===== src/rtl/dm_pkg.sv =====
// dm_pkg: shared types and default widths for the DM load/store unit.
//   state_t    : LSU sequencer states
//   DM_AW/DW   : default address/data widths of the DM port
//   DM_LENW    : default burst-length field width (beats = len+1)
//   RD_LAT_MAX : largest supported DM read latency
package dm_pkg;

  localparam int unsigned DM_AW      = 8;
  localparam int unsigned DM_DW      = 8;
  localparam int unsigned DM_LENW    = 4;
  localparam int unsigned RD_LAT_MAX = 3;

  typedef enum logic [2:0] {
    IDLE,
    WRITE,
    RD_ISSUE,
    RD_WAIT,
    RESP
  } state_t;

endpackage


===== src/rtl/dm_rd_delay.sv =====
// dm_rd_delay: turns the read-issue pulse into the read-data capture strobe,
// LAT cycles later (LAT=0 passes the issue pulse straight through).
//   clk, reset : clock and async active-low reset
//   issue      : high in the cycle dm_mem_read is driven
//   capture_c  : high in the cycle whose end samples dm_read_data
module dm_rd_delay #(
  parameter int unsigned LAT = 1
) (
  input  logic clk,
  input  logic reset,
  input  logic issue,
  output logic capture_c
);

  localparam int unsigned DEPTH = (LAT == 0) ? 1 : LAT;

  logic [DEPTH-1:0] sr_q;

  // Valid shift register: bit k set means the issue happened k+1 cycles ago.
  always_ff @(posedge clk or negedge reset) begin
    if (!reset) begin
      sr_q <= '0;
    end else begin
      sr_q <= (sr_q << 1) | DEPTH'(issue);
    end
  end

  assign capture_c = (LAT == 0) ? issue : sr_q[DEPTH-1];

endmodule


===== src/rtl/dm_lsu.sv =====
// dm_lsu: initiator-side load/store unit, sole driver of the DM port.
// Accepts single/burst requests (beats = req_len+1) on a valid/ready channel,
// sequences DM strobes and returns read data or a store ack on a valid/ready
// response channel. All outputs are registered.
//   req_*   : request channel (store fills req_wdata into every beat)
//   resp_*  : response channel (rdata=0 for store ack, last on final beat)
//   busy    : sequencer not idle
//   dm_*    : DM address/write_data/mem_write/mem_read/read_data
// Optional build macro DM_LSU_BOUNDS_EN: reject requests whose
// addr+len reaches DM_DEPTH with resp_err=1 and no DM access. Without it
// addresses wrap modulo 2^AW and resp_err is tied to 0.
module dm_lsu
  import dm_pkg::*;
#(
  parameter int unsigned AW         = DM_AW,
  parameter int unsigned DW         = DM_DW,
  parameter int unsigned LENW       = DM_LENW,
  parameter int unsigned RD_LATENCY = 1,
  parameter int unsigned DM_DEPTH   = 256
) (
  input  logic            clk,
  input  logic            reset,
  input  logic            req_valid,
  output logic            req_ready,
  input  logic            req_write,
  input  logic [AW-1:0]   req_addr,
  input  logic [DW-1:0]   req_wdata,
  input  logic [LENW-1:0] req_len,
  output logic            resp_valid,
  input  logic            resp_ready,
  output logic [DW-1:0]   resp_rdata,
  output logic            resp_last,
  output logic            resp_err,
  output logic            busy,
  output logic [AW-1:0]   dm_address,
  output logic [DW-1:0]   dm_write_data,
  output logic            dm_mem_write,
  output logic            dm_mem_read,
  input  logic [DW-1:0]   dm_read_data
);

  if (RD_LATENCY > RD_LAT_MAX || DM_DEPTH == 0) begin : g_bad_cfg
    $error("dm_lsu: unsupported RD_LATENCY or DM_DEPTH");
  end

  state_t          state_q, state_d;
  logic [AW-1:0]   addr_q,  addr_d;
  logic [DW-1:0]   wdata_q, wdata_d;
  logic [LENW-1:0] len_q,   len_d;
  logic [LENW-1:0] beat_q,  beat_d;
  logic [DW-1:0]   rdata_d;
  logic            last_d;
  logic            accept_c;
  logic            resp_hs_c;
  logic            issue_c;
  logic            capture_c;
  logic            final_beat_c;

`ifdef DM_LSU_BOUNDS_EN
  localparam logic [AW:0] DEPTH_LIM = (AW+1)'(DM_DEPTH);
  logic err_d;
  logic oob_c;
  // Range test at AW+1 bits so a wrapping burst is caught, not folded.
  assign oob_c = ({1'b0, req_addr} + (AW+1)'(req_len)) >= DEPTH_LIM;
`else
  assign resp_err = 1'b0;
`endif

  assign accept_c     = req_valid && req_ready;
  assign resp_hs_c    = resp_valid && resp_ready;
  assign issue_c      = (state_q == RD_ISSUE);
  assign final_beat_c = (beat_q == len_q);

  // Read-data capture strobe, RD_LATENCY cycles after the issue cycle.
  dm_rd_delay #(
    .LAT (RD_LATENCY)
  ) u_rd_delay (
    .clk       (clk),
    .reset     (reset),
    .issue     (issue_c),
    .capture_c (capture_c)
  );

  // Next-state and next-register logic.
  always_comb begin
    state_d = state_q;
    addr_d  = addr_q;
    wdata_d = wdata_q;
    len_d   = len_q;
    beat_d  = beat_q;
    rdata_d = resp_rdata;
    last_d  = resp_last;
`ifdef DM_LSU_BOUNDS_EN
    err_d   = resp_err;
`endif
    case (state_q)
      IDLE: begin
        if (accept_c) begin
          addr_d  = req_addr;
          wdata_d = req_wdata;
          len_d   = req_len;
          beat_d  = '0;
          last_d  = 1'b0;
          state_d = req_write ? WRITE : RD_ISSUE;
`ifdef DM_LSU_BOUNDS_EN
          err_d   = 1'b0;
          if (oob_c) begin
            state_d = RESP;
            rdata_d = '0;
            last_d  = 1'b1;
            err_d   = 1'b1;
          end
`endif
        end
      end
      WRITE: begin
        if (final_beat_c) begin
          state_d = RESP;
          rdata_d = '0;
          last_d  = 1'b1;
        end else begin
          beat_d = beat_q + LENW'(1);
        end
      end
      RD_ISSUE, RD_WAIT: begin
        state_d = RD_WAIT;
        if (capture_c) begin
          state_d = RESP;
          rdata_d = dm_read_data;
          last_d  = final_beat_c;
        end
      end
      RESP: begin
        if (resp_hs_c) begin
          if (resp_last) begin
            state_d = IDLE;
          end else begin
            beat_d  = beat_q + LENW'(1);
            state_d = RD_ISSUE;
          end
        end
      end
      default: state_d = IDLE;
    endcase
  end

  // State, working registers and registered outputs decoded from next state.
  always_ff @(posedge clk or negedge reset) begin
    if (!reset) begin
      state_q       <= IDLE;
      addr_q        <= '0;
      wdata_q       <= '0;
      len_q         <= '0;
      beat_q        <= '0;
      resp_rdata    <= '0;
      resp_last     <= 1'b0;
      req_ready     <= 1'b0;
      busy          <= 1'b0;
      resp_valid    <= 1'b0;
      dm_mem_write  <= 1'b0;
      dm_mem_read   <= 1'b0;
      dm_address    <= '0;
      dm_write_data <= '0;
`ifdef DM_LSU_BOUNDS_EN
      resp_err      <= 1'b0;
`endif
    end else begin
      state_q       <= state_d;
      addr_q        <= addr_d;
      wdata_q       <= wdata_d;
      len_q         <= len_d;
      beat_q        <= beat_d;
      resp_rdata    <= rdata_d;
      resp_last     <= last_d;
      req_ready     <= (state_d == IDLE);
      busy          <= (state_d != IDLE);
      resp_valid    <= (state_d == RESP);
      dm_mem_write  <= (state_d == WRITE);
      dm_mem_read   <= (state_d == RD_ISSUE);
      dm_address    <= addr_d + AW'(beat_d);
      dm_write_data <= (state_d == WRITE) ? wdata_d : '0;
`ifdef DM_LSU_BOUNDS_EN
      resp_err      <= err_d;
`endif
    end
  end

endmodule

===== config.mk =====
export PLATFORM = sky130hd
export DESIGN_NAME = dm_lsu
export DESIGN_NICKNAME = d
export VERILOG_FILES = /design/src/rtl/dm_pkg.sv /design/src/rtl/dm_rd_delay.sv /design/src/rtl/dm_lsu.sv
export SDC_FILE = /design/constraint.sdc
export NUM_CORES = 1
export LEC_CHECK = 0
export ABC_AREA = 1
export CORE_ASPECT_RATIO = 1.1
export CORE_UTILIZATION = 31
export CTS_BUF_LIST = sky130_fd_sc_hd__clkbuf_8
export DETAILED_ROUTE_END_ITERATION = 16
export GPL_ROUTABILITY_DRIVEN = 0
export GPL_TIMING_DRIVEN = 0
export PLACE_DENSITY = 0.56
export SLEW_MARGIN = 15
export SYNTH_ARGS = -nofsm -noshare
export SYNTH_HDL_FRONTEND = slang
export SYNTH_SLANG_ARGS = --single-unit

===== constraint.sdc =====
create_clock -name clk -period 2.8 [get_ports clk]
set_input_delay 0.56 -clock clk [delete_from_list [all_inputs] [get_ports clk]]
set_output_delay 0.56 -clock clk [all_outputs]
set_load 0.03 [all_outputs]

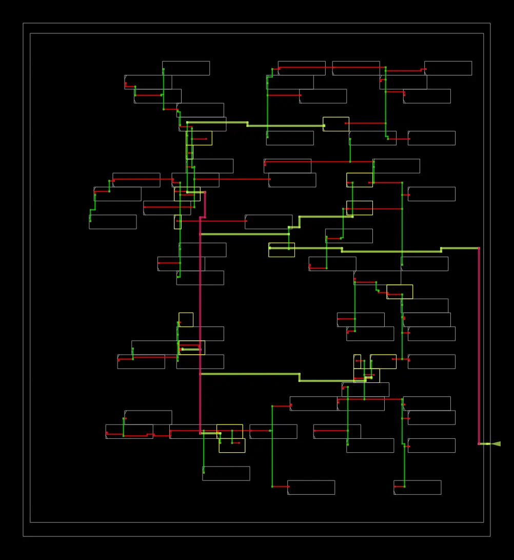
(run_1/clock_nets.png)
clk_skew: 0.0105 ns
total CTS buffers: 9
Sinks on Clock Net: 58
CLK BUF: 12

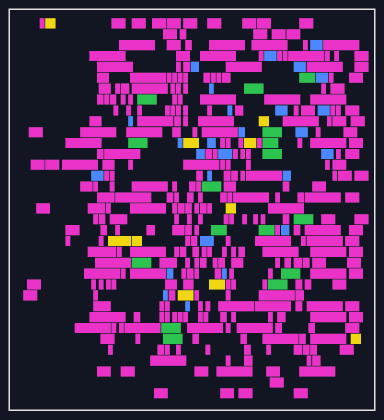
(run_1/sizing.png)
Scale: 4 px per µm.
legend:
  green:
    size: x6 and larger
    cells: 16
  yellow:
    size: x3 and x4
    cells: 10
  magenta:
    size: x1 and smaller
    cells: 334
  blue:
    size: x2
    cells: 26

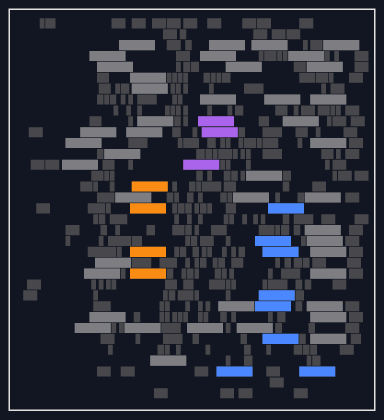
(run_1/ff_map.png)
Scale: 4 px per µm.
legend:
  orange:
    netlist_name: beat_q
    sequential_cells: 4
  purple:
    netlist_name: state_q
    sequential_cells: 3
  blue:
    netlist_name: wdata_q
    sequential_cells: 8
not colored: 43
Post-Route Utilization: 43.8%
Storage cell area: 1450 µm²
flop share of the area: 39.4%
Sequential Power: 0.00133 W

==> results.sh, run 1 <==
# physical design summary
export IMPL_hold_class="primary input to async pin"
export IMPL_syn_area_um2=2700
export IMPL_seqPwrFrac_pct=31.6
export IMPL_yosysChipArea_um2=2700
export IMPL_post_route_min_period_ns=2.66
export IMPL_ys_warn_count=0
export IMPL_cts_path_max_buffers=2
export IMPL_finalSetupViolations=0
export IMPL_routed_wl_met2_um=2730
export IMPL_ir_drop_mv=0.383
export IMPL_crit_type="primary input to flop"
export IMPL_synth_flops=58
export IMPL_critPathCaptureType="flop"
export IMPL_async_flop_share_pct=100
export IMPL_antenna_found_initial=0
export IMPL_fin_tns_setup_ns=0
export IMPL_dr_pass1_iters=4
export IMPL_slowest_delay_ns=0.47
export IMPL_timing_fmax_ghz=0.376
export IMPL_dp_hpwl_um=4110
export IMPL_grt_overflow_total=0
export IMPL_power_density_nw_per_um2=1140
export IMPL_wl_per_cell_um=11.6
export IMPL_crit_buf_inv=4
export IMPL_warnings=26
export IMPL_grt_pass1_vias=2119
export IMPL_area_leaders="dfrtp_1 (54%), nand2_1 (14%), nand3_1 (4.1%)"
export IMPL_top_layer="met4"
export IMPL_grt_max_degree=59
export IMPL_syn_to_final_growth_pct=36.4
export IMPL_drive_gt1_share_pct=13.5
export IMPL_fp_dieH_um=99.9
export IMPL_ant_nets=0
export IMPL_cp_max_fo=10
export IMPL_p_switching_w=0.00179
export IMPL_cpMaxStageDelayCell="clkdlybuf4s50_1"
export IMPL_met1_length_um=2610
export IMPL_nFillCells=852
export IMPL_via_count=2185
export IMPL_cts_htree_levels=3
export IMPL_clock_latency_ns=0.34
export IMPL_ys_sh_adder_pct=3.06
export IMPL_relSlewSlack_pct=51.3
export IMPL_combinationalPowerShare_pct=52.0
export IMPL_dpl_worst_slack_ns=-0.852
export IMPL_status="completed"
export IMPL_critical_path_arrival_ns=2.88
export IMPL_internal_power_w=0.00242
export IMPL_grt_pass1_wl_um=9720
export IMPL_track_usage_pct=14.1
export IMPL_yosysUniqueCellTypes=31
export IMPL_top_area_share_pct=53.7
export IMPL_drt_iter0_markers=118
export IMPL_antennaDiodeCount=0
export IMPL_most_common_cell="nand2_1"
export IMPL_drc=0
==> run 1: state kept, by name, indices dropped and copies added (netlist names), 3 cells and up <==
| signal | flops |
|---|---|
| addr_q | 8 |
| dm_address | 8 |
| dm_write_data | 8 |
| resp_rdata | 8 |
| wdata_q | 8 |
| beat_q | 4 |
| len_q | 4 |
| state_q | 3 |
==> run 1: metrics by stage <==
stage               area (µm²)  total power, W  hold WS (ns)  cells  util [%]
floorplan                 2700         0.00283         0.264    308         -
global placement          3460         0.00347         0.449    481      41.2
detailed placement        3460         0.00350         0.454    481      41.1
CTS                       3660         0.00424         0.303    497      43.5
global route              3680         0.00459         0.335    497      43.8
finish                    3680         0.00421         0.281    497      43.8
==> run 1: power by group through the flow <==
stage	Clock, W	Combinational, W	Sequential, W
finish	0.000693	0.00219	0.00133
global route	0.000770	0.00245	0.00137
CTS	0.000722	0.00219	0.00133
detailed placement	0	0.00216	0.00134
global placement	0	0.00213	0.00134
floorplan	0	0.00121	0.00161
==> run 1: placed cells by master, fill, tap and decap left out <==
| master | n |
|---|---|
| nand3_1 | 22 |
| clkdlybuf4s50_1 | 61 |
| o21ai_1 | 10 |
| nor2_4 | 3 |
| nor3_2 | 1 |
| o211ai_1 | 1 |
| clkinv_1 | 2 |
| nand2_1 | 99 |
| nor2b_1 | 1 |
| xor2_1 | 5 |
| nor3_1 | 1 |
| ha_1 | 5 |
| o2111ai_1 | 1 |
| buf_4 | 4 |
| buf_2 | 2 |
| nand4_1 | 1 |
| conb_1 | 1 |
| a21oi_1 | 10 |
| nand3_2 | 1 |
| buf_6 | 4 |
| fa_1 | 1 |
| or2_1 | 9 |
| nor2_1 | 5 |
| inv_1 | 30 |
| or2_2 | 2 |
| o21ai_2 | 9 |
| nor2_2 | 1 |
| and2_4 | 1 |
| dfrtp_1 | 58 |
| inv_2 | 8 |
| nand2_2 | 2 |
| xnor2_1 | 3 |
| o21ai_0 | 8 |
| clkinvlp_4 | 1 |
| o21ai_4 | 1 |
| clkbuf_8 | 12 |
==> run 1: layout make-up <==
type	instances	area [µm²]	area share, %
buffer	8	70.1	1.90
clock buffer	12	165	4.48
clock inverter	4	18.8	0.509
inverter	37	139	3.77
multi-input combinational	204	1080	29.2
sequential	58	1450	39.4
tap	111	139	3.77
timing repair buffer	63	626	17.0
==> run 1: final timing paths <==
path,startpoint,end,cells after the start
max,req_valid,dm_address[6],13
min,reset,dm_write_data[4],1
max reg2reg,beat_q[0],dm_address[6],16
min reg2reg,state_q[0],u_rd_delay.capture_c,1
max in group asynchronous,reset,dm_write_data[2],1
min in group clk,state_q[0],u_rd_delay.capture_c,1
==> run 1: metal layers <==
layer  GRT usage (%)  vias up
li1                -     1109
met1            16.4     1018
met2            23.1       49
met3            5.76        9
met4            5.98        0
met5               0        -
==> run 1: repair_timing <==
action / in CTS / in global routing
pin swaps: 1 / 1
hold endpoints to repair: 0 / 0
buffers inserted: 1 / 0
endpoints found under the setup margin: 5 / 3
hold buffers: 0 / 0
resized: 5 / 8
## Run 2: what changed since run 1
CTS_BUF_LIST = not set   (was sky130_fd_sc_hd__clkbuf_8)
==> run 2 against run 1 <==
Compared with the run above:
- wire length up 0.22%
- hold slack lost 0.0015 ns
- setup slack improved by 0.0011 ns
- critical path depth is the same
- critical endpoint unchanged
- via count grew 0.27%
- die size stayed put
- synthesized cell count did not move
- flip-flop count stayed put
- highest routed layer unchanged
- cell count is the same
==> results.sh, run 2 <==
# physical design summary
export IMPL_relSlewSlack_pct=51.2
export IMPL_post_route_min_period_ns=2.66
export IMPL_critical_path_arrival_ns=2.88
export IMPL_layout_top_cells="nand2_1 (99), clkdlybuf4s50_1 (61), dfrtp_1 (58)"
export IMPL_syn_area_um2=2700
export IMPL_ys_warn_count=0
export IMPL_fin_crit_sh_pct=95.1
export IMPL_fp_coreArea_um2=8410
export IMPL_ir_drop_mv=0.387
export IMPL_nFillCells=852
export IMPL_rsz0062_at_grt="no"
export IMPL_nets=420
export IMPL_p_switching_w=0.00179
export IMPL_avgSynthCellArea_um2=8.77
export IMPL_ant_nets=0
export IMPL_combinationalPowerShare_pct=51.9
export IMPL_clock_latency_ns=0.34
export IMPL_crit_type="primary input to flop"
export IMPL_clkPwrFrac_pct=16.7
export IMPL_cts_tree="done"
export IMPL_track_usage_pct=14.1
export IMPL_wl_per_cell_um=11.7
export IMPL_synth_flops=58
export IMPL_grt_pass1_wl_um=9720
export IMPL_synth_edff_count=0
export IMPL_antennaDiodeCount=0
export IMPL_fp_dieH_um=99.9
export IMPL_fp_util_pct=32.1
export IMPL_grt_max_degree=59
export IMPL_top_area_share_pct=53.7
export IMPL_area_leaders="dfrtp_1 (54%), nand2_1 (14%), nand3_1 (4.1%)"
export IMPL_dpl_worst_slack_ns=-0.852
export IMPL_critPathCaptureType="flop"
export IMPL_synth_seq_share_pct=53.7
export IMPL_synthTopCellsByCount="nand2_1 (101), dfrtp_1 (58), inv_1 (27), nand3_1 (22), o21ai_1 (11)"
export IMPL_antenna_found_initial=0
export IMPL_drv_slew=0
export IMPL_cts_htree_levels=3
export IMPL_final_common_cell="nand2_1"
export IMPL_power_density_nw_per_um2=1150
export IMPL_place_area_um2=3460
export IMPL_chip_area_um2=9090
export IMPL_leakage_nw=1.74
export IMPL_max_slew_worst_pin_slew_ns=0.732
export IMPL_grt_pass1_vias=2119
export IMPL_seqPwrFrac_pct=31.5
export IMPL_io_pins=64
export IMPL_drive_gt1_share_pct=13.5
export IMPL_maxCapViolCount=0
export IMPL_p_sw_share_pct=42.3
export IMPL_final_hold_viol_count=0
export IMPL_portBuffers=62
export IMPL_cp_max_fo=10
export IMPL_internal_power_w=0.00244
export IMPL_yosysUniqueCellTypes=31
export IMPL_cts_sinks=58
export IMPL_timing_fmax_ghz=0.376
export IMPL_most_common_cell="nand2_1"
export IMPL_synth_largest_area_cell="dfrtp_1"
export IMPL_startpoint_type="primary input"
export IMPL_drc=0
export IMPL_skew_ns=0.0106
export IMPL_yosys_stat_cells=308
export IMPL_clkTransAtPathRegs_ns=0.06
export IMPL_finalSetupViolations=0
export IMPL_drt_iter0_markers=120
export IMPL_synth_main_ff_cell="dfrtp_1"
export IMPL_hold_class="primary input to async pin"
export IMPL_required_ns=3.02
export IMPL_grt_overflow_total=0
export IMPL_async_flop_share_pct=100
export IMPL_cts_path_max_buffers=2
export IMPL_synth_nets=347
export IMPL_warnings=26
export IMPL_dp_hpwl_um=4110
export IMPL_p_total_w=0.00422
export IMPL_die_x_um=91.0
export IMPL_synth_cells=308
export IMPL_row_count=35
export IMPL_dr_pass1_iters=4
export IMPL_cts_made_buffers=9
export IMPL_yosysChipArea_um2=2700
export IMPL_status="completed"
==> run 2: final timing paths <==
| path | startpoint | end | slack, ns | depth (start not counted) |
|---|---|---|---|---|
| max reg2reg | beat_q[0] | dm_address[6] | 0.25 | 16 |
| max | req_valid | dm_address[6] | 0.14 | 13 |
| min | reset | dm_write_data[4] | 0.28 | 1 |
| min in group clk | resp_rdata[1] | resp_rdata[1] | 0.48 | 2 |
| min reg2reg | resp_rdata[1] | resp_rdata[1] | 0.48 | 2 |
| max in group asynchronous | reset | dm_write_data[2] | 2.03 | 1 |
==> run 2: final cells by class <==
type / count / area [µm²] / share of cell area, %
Tap cell: 111 / 139 / 3.77
Multi-Input combinational cell: 204 / 1080 / 29.2
Timing Repair Buffer: 63 / 626 / 17.0
Buffer: 8 / 70.1 / 1.90
Clock inverter: 1 / 7.51 / 0.204
Inverter: 37 / 139 / 3.77
Clock buffer: 15 / 176 / 4.79
Sequential cell: 58 / 1450 / 39.4
==> run 2: logic make-up (layout without fill, tap and decap cells) <==
kind of cell | after synthesis | after routing | synth area share, %
flip-flops | 58 | 58 | 53.7
AND-OR/OR-AND | 40 | 40 | 8.75
buffers and inverters | 46 | 124 | 7.46
other | 1 | 1 | 0.139
adder cells (fa/ha/maj) | 6 | 6 | 3.06
XOR/XNOR | 8 | 8 | 2.59
AND/OR/NAND/NOR | 149 | 149 | 24.3
==> run 2: metal layers <==
metal	track usage, %	routed length [µm]
met3	5.76	347
met2	23.1	2730
met1	16.4	2620
met4	5.98	93
met5	0	0
==> run 2: stage by stage <==
stage                     setup TNS (ns)  hold WS, ns  utilization [%]  cells
final                                  0        0.279             43.8    497
after global routing                   0        0.335             43.8    497
after CTS                              0        0.303             43.5    497
after detailed placement           -3.43        0.454             41.1    481
after global placement            -42.65        0.449             41.2    481
after floorplan                        0        0.264                -    308
==> run 2: worst max-delay path, stage by stage <==
cell             delay, ns
clkdlybuf4s50_1       0.47
nand2_2               0.17
nor2_4                0.08
inv_1                 0.17
buf_6                 0.19
nand2_1               0.06
nand2_1               0.08
ha_1                  0.18
inv_1                 0.06
fa_1                  0.42
o21ai_2               0.20
nand3_1               0.11
xor2_1                0.15
==> run 2: power groups by stage <==
stage	Clock, W	Sequential (W)	Combinational, W
after global routing	0.000780	0.00137	0.00245
after floorplan	0	0.00161	0.00121
after detailed placement	0	0.00134	0.00216
final	0.000704	0.00133	0.00219
after CTS	0.000732	0.00133	0.00219
after global placement	0	0.00134	0.00213
==> run 2: timing repair <==
item                       CTS  global route
hold buffers                 0             0
gates resized                5             8
setup buffers                1             0
gates cloned                 0             0
setup endpoints to repair    5             3
pin swaps                    1             1
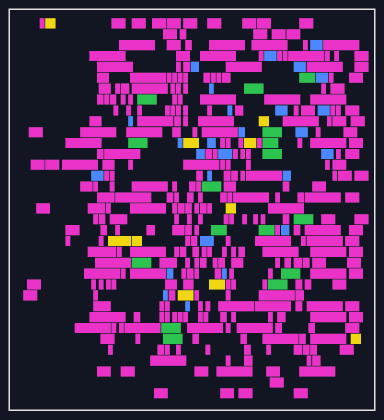
(run_2/sizing.png)
Scale: 4 px per µm.
final instance area: 3680 µm²
setup ws final: 0.138 ns
Buffers excl. clock: 71
area grow syn2layout: 36.4%

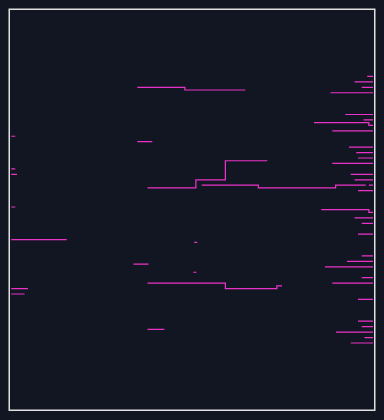
(run_2/m3.png)
Scale: 4 px per µm.
longest straight run: 19.3 µm
main direction: horizontal
share of all routed wire: 6.0%
nets with wire on the layer: 40
wire length on this layer: 347 µm
Vias: 2191
met3 global-route usage: 5.76%
drt total wl: 5790 µm

## Run 3: what changed since run 2
CORE_ASPECT_RATIO = 1.4   (was 1.1)
CORE_UTILIZATION = 49   (was 31)
HOLD_SLACK_MARGIN = 0.1   (was not set)
PLACE_DENSITY = 0.81   (was 0.56)
==> run 3 against run 2 <==
Compared with the run above:
- clock skew down 0.0038 ns
- area after synthesis is the same
- setup slack better by 0.080 ns
- highest routed layer unchanged
- total power grew 2.0%
==> results.sh, run 3 <==
# physical design summary
export IMPL_top_area_share_pct=53.7
export IMPL_internal_power_w=0.00249
export IMPL_maxCapViolCount=0
export IMPL_drt_iter0_markers=116
export IMPL_io_pins=64
export IMPL_cts_sinks=58
export IMPL_async_flop_share_pct=100
export IMPL_synth_edff_count=0
export IMPL_synth_nets=347
export IMPL_most_common_cell="nand2_1"
export IMPL_hold_class="primary input to async pin"
export IMPL_skew_ns=0.00679
export IMPL_synth_flops=58
export IMPL_die_x_um=64.8
export IMPL_cts_htree_levels=3
export IMPL_synth_seq_share_pct=53.7
export IMPL_worst_slack_ns=0.218
export IMPL_relSlewSlack_pct=53.0
export IMPL_critical_path_arrival_ns=2.80
export IMPL_antennaDiodeCount=0
export IMPL_synth_cells=308
export IMPL_synthTopCellsByCount="nand2_1 (101), dfrtp_1 (58), inv_1 (27), nand3_1 (22), o21ai_1 (11)"
export IMPL_area_leaders="dfrtp_1 (54%), nand2_1 (14%), nand3_1 (4.1%)"
export IMPL_row_count=31
export IMPL_ant_nets=0
export IMPL_finalSetupViolations=0
export IMPL_cpMaxStageDelayCell="dfrtp_1"
export IMPL_chip_area_um2=5820
export IMPL_required_ns=3.02
export IMPL_syn_area_um2=2700
export IMPL_portBuffers=62
export IMPL_timing_fmax_ghz=0.387
export IMPL_slowest_delay_ns=0.41
export IMPL_yosys_stat_cells=308
export IMPL_fp_util_pct=51.6
export IMPL_drive_gt1_share_pct=14.2
export IMPL_dp_hpwl_um=3920
export IMPL_cts_made_buffers=9
export IMPL_fp_coreArea_um2=5240
export IMPL_power_density_nw_per_um2=1180
export IMPL_drv_slew=0
export IMPL_drc=0
export IMPL_ir_drop_mv=0.959
export IMPL_fin_cells=452
export IMPL_yosysUniqueCellTypes=31
export IMPL_startpoint_type="flop"
export IMPL_warnings=26
export IMPL_routed_wl_um=5520
export IMPL_status="completed"
export IMPL_synth_largest_area_cell="dfrtp_1"
export IMPL_grt_pass1_vias=2250
export IMPL_final_hold_viol_count=0
export IMPL_leakage_nw=1.77
export IMPL_fin_crit_sh_pct=92.2
export IMPL_seqPwrFrac_pct=30.9
export IMPL_fin_hold_ws_ns=0.273
export IMPL_dpl_worst_slack_ns=-0.710
export IMPL_critPathCaptureType="flop"
export IMPL_max_slew_worst_pin_slew_ns=0.705
export IMPL_ys_warn_count=0
export IMPL_layout_top_cells="nand2_1 (98), clkdlybuf4s50_1 (60), dfrtp_1 (58)"
run 3: cell counts after synthesis:
No cell type changed its count.
run 3: kinds of logic after synthesis:
logic type	count (synthesis)	share of synthesized area, %
xor+xnor	8	2.59
other cells	1	0.139
flops	58	53.7
compound gates	40	8.75
buf+inv	46	7.46
simple gates	149	24.3
fa+ha+maj	6	3.06
run 3: path summary, 6_finish.rpt:
kind,from,endpoint,slack (ns),depth (start not counted)
worst max register to register,state_q[1],dm_address[6],0.22,13
worst min register to register,state_q[0],u_rd_delay.capture_c,0.44,1
worst min-delay path,reset,dm_write_data[3],0.27,1
worst max-delay path,state_q[1],dm_address[6],0.22,13
min in group clk,state_q[0],u_rd_delay.capture_c,0.44,1
max in group asynchronous,reset,dm_write_data[6],2.06,1
run 3: per-stage QoR:
step / setup TNS, ns / total power, W / cell area (µm²)
global route: 0 / 0.00465 / 3640
finish: 0 / 0.00431 / 3640
global placement: -34.56 / 0.00342 / 3400
CTS: 0 / 0.00429 / 3610
detailed placement: -2.73 / 0.00348 / 3400
floorplan: 0 / 0.00283 / 2700
run 3: final cells by class:
class,instances,area (µm²)
Timing Repair Buffer,63,628
Inverter,37,139
Sequential cell,58,1450
Multi-Input combinational cell,204,1070
Tap cell,66,82.6
Clock inverter,5,52.6
Fill cell,395,1590
Buffer,8,66.3
Clock buffer,11,151
run 3: power groups by stage:
stage | logic [W] | clock network [W] | registers (W)
6_report | 0.00220 | 0.000776 | 0.00133
5_1_grt | 0.00246 | 0.000825 | 0.00137
4_1_cts | 0.00218 | 0.000783 | 0.00133
3_5_place_dp | 0.00214 | 0 | 0.00134
3_3_place_gp | 0.00209 | 0 | 0.00133
2_1_floorplan | 0.00121 | 0 | 0.00161
run 3: what timing repair did:
| action | in CTS | in global routing |
|---|---|---|
| pin swaps | 0 | 2 |
| setup endpoints to repair | 4 | 4 |
| setup buffers | 0 | 1 |
| gates resized | 5 | 8 |
run 3: critical path, delay by kind of cell (launching register included):
family                     cells  cell delay [ns]
buffers and inverters          2             0.17
xor gates and xnor gates       1             0.15
AOI/OAI and AO/OA              2             0.37
adders and majority gates      2             0.61
DFF                            1             0.41
and+or+nand+nor                6             0.75
run 3: metal layers:
layer	track usage, %	part of all wire [%]	up-vias
li1	-	-	1111
met1	26.0	43	1039
met2	36.5	51	63
met3	5.46	4.2	5
met4	9.63	1.6	0
met5	0	0	-
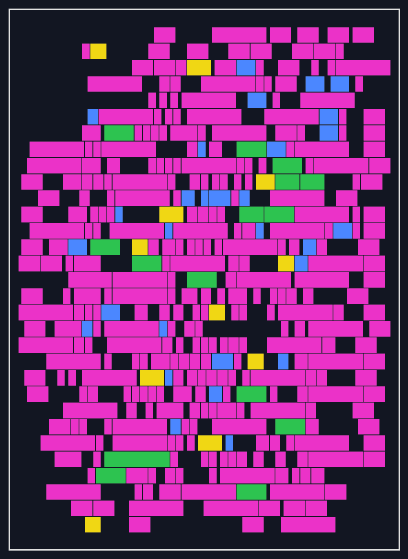
(run_3/sizing.png)
Scale: 6 px per µm.
legend:
  blue:
    size: x2
    cells: 29
  magenta:
    size: x1 and smaller
    cells: 331
  yellow:
    size: x3 and x4
    cells: 11
  green:
    size: x6 and larger
    cells: 15

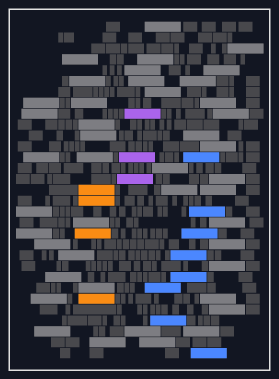
(run_3/ff_map.png)
Scale: 4 px per µm.
flop share of the area: 39.8%
Post-Route Utilization: 69.6%


## Gallery

Signal metal coverage by tile.
(a)
Scale: 4 px per µm. 18 x 20 tiles, from black (low) to pale yellow (high), scaled to the fullest tile. Values are wire area over tile area, all layers added.
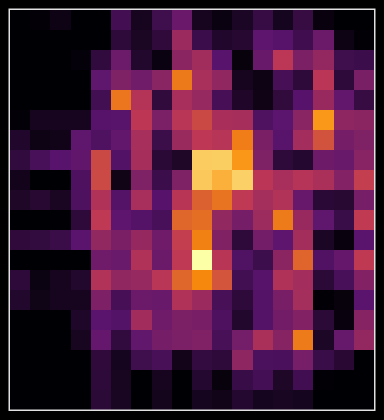
(b)
Scale: 4 px per µm. 13 x 18 tiles, from black (low) to pale yellow (high), scaled to the fullest tile. Values are wire area over tile area, all layers added.
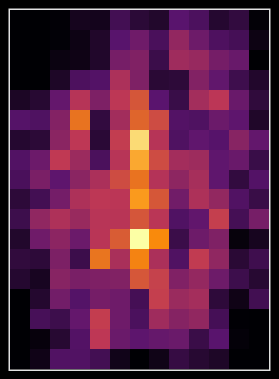
- (b) = run 3
- (a) = run 1
Of these, largest die: (a)

Key to (a):
mean over tiles: 0.10
tiles over half the peak: 9.2%
fullest tile: 0.43

Power figures rest on the tool's default switching activity, not on a simulated workload.
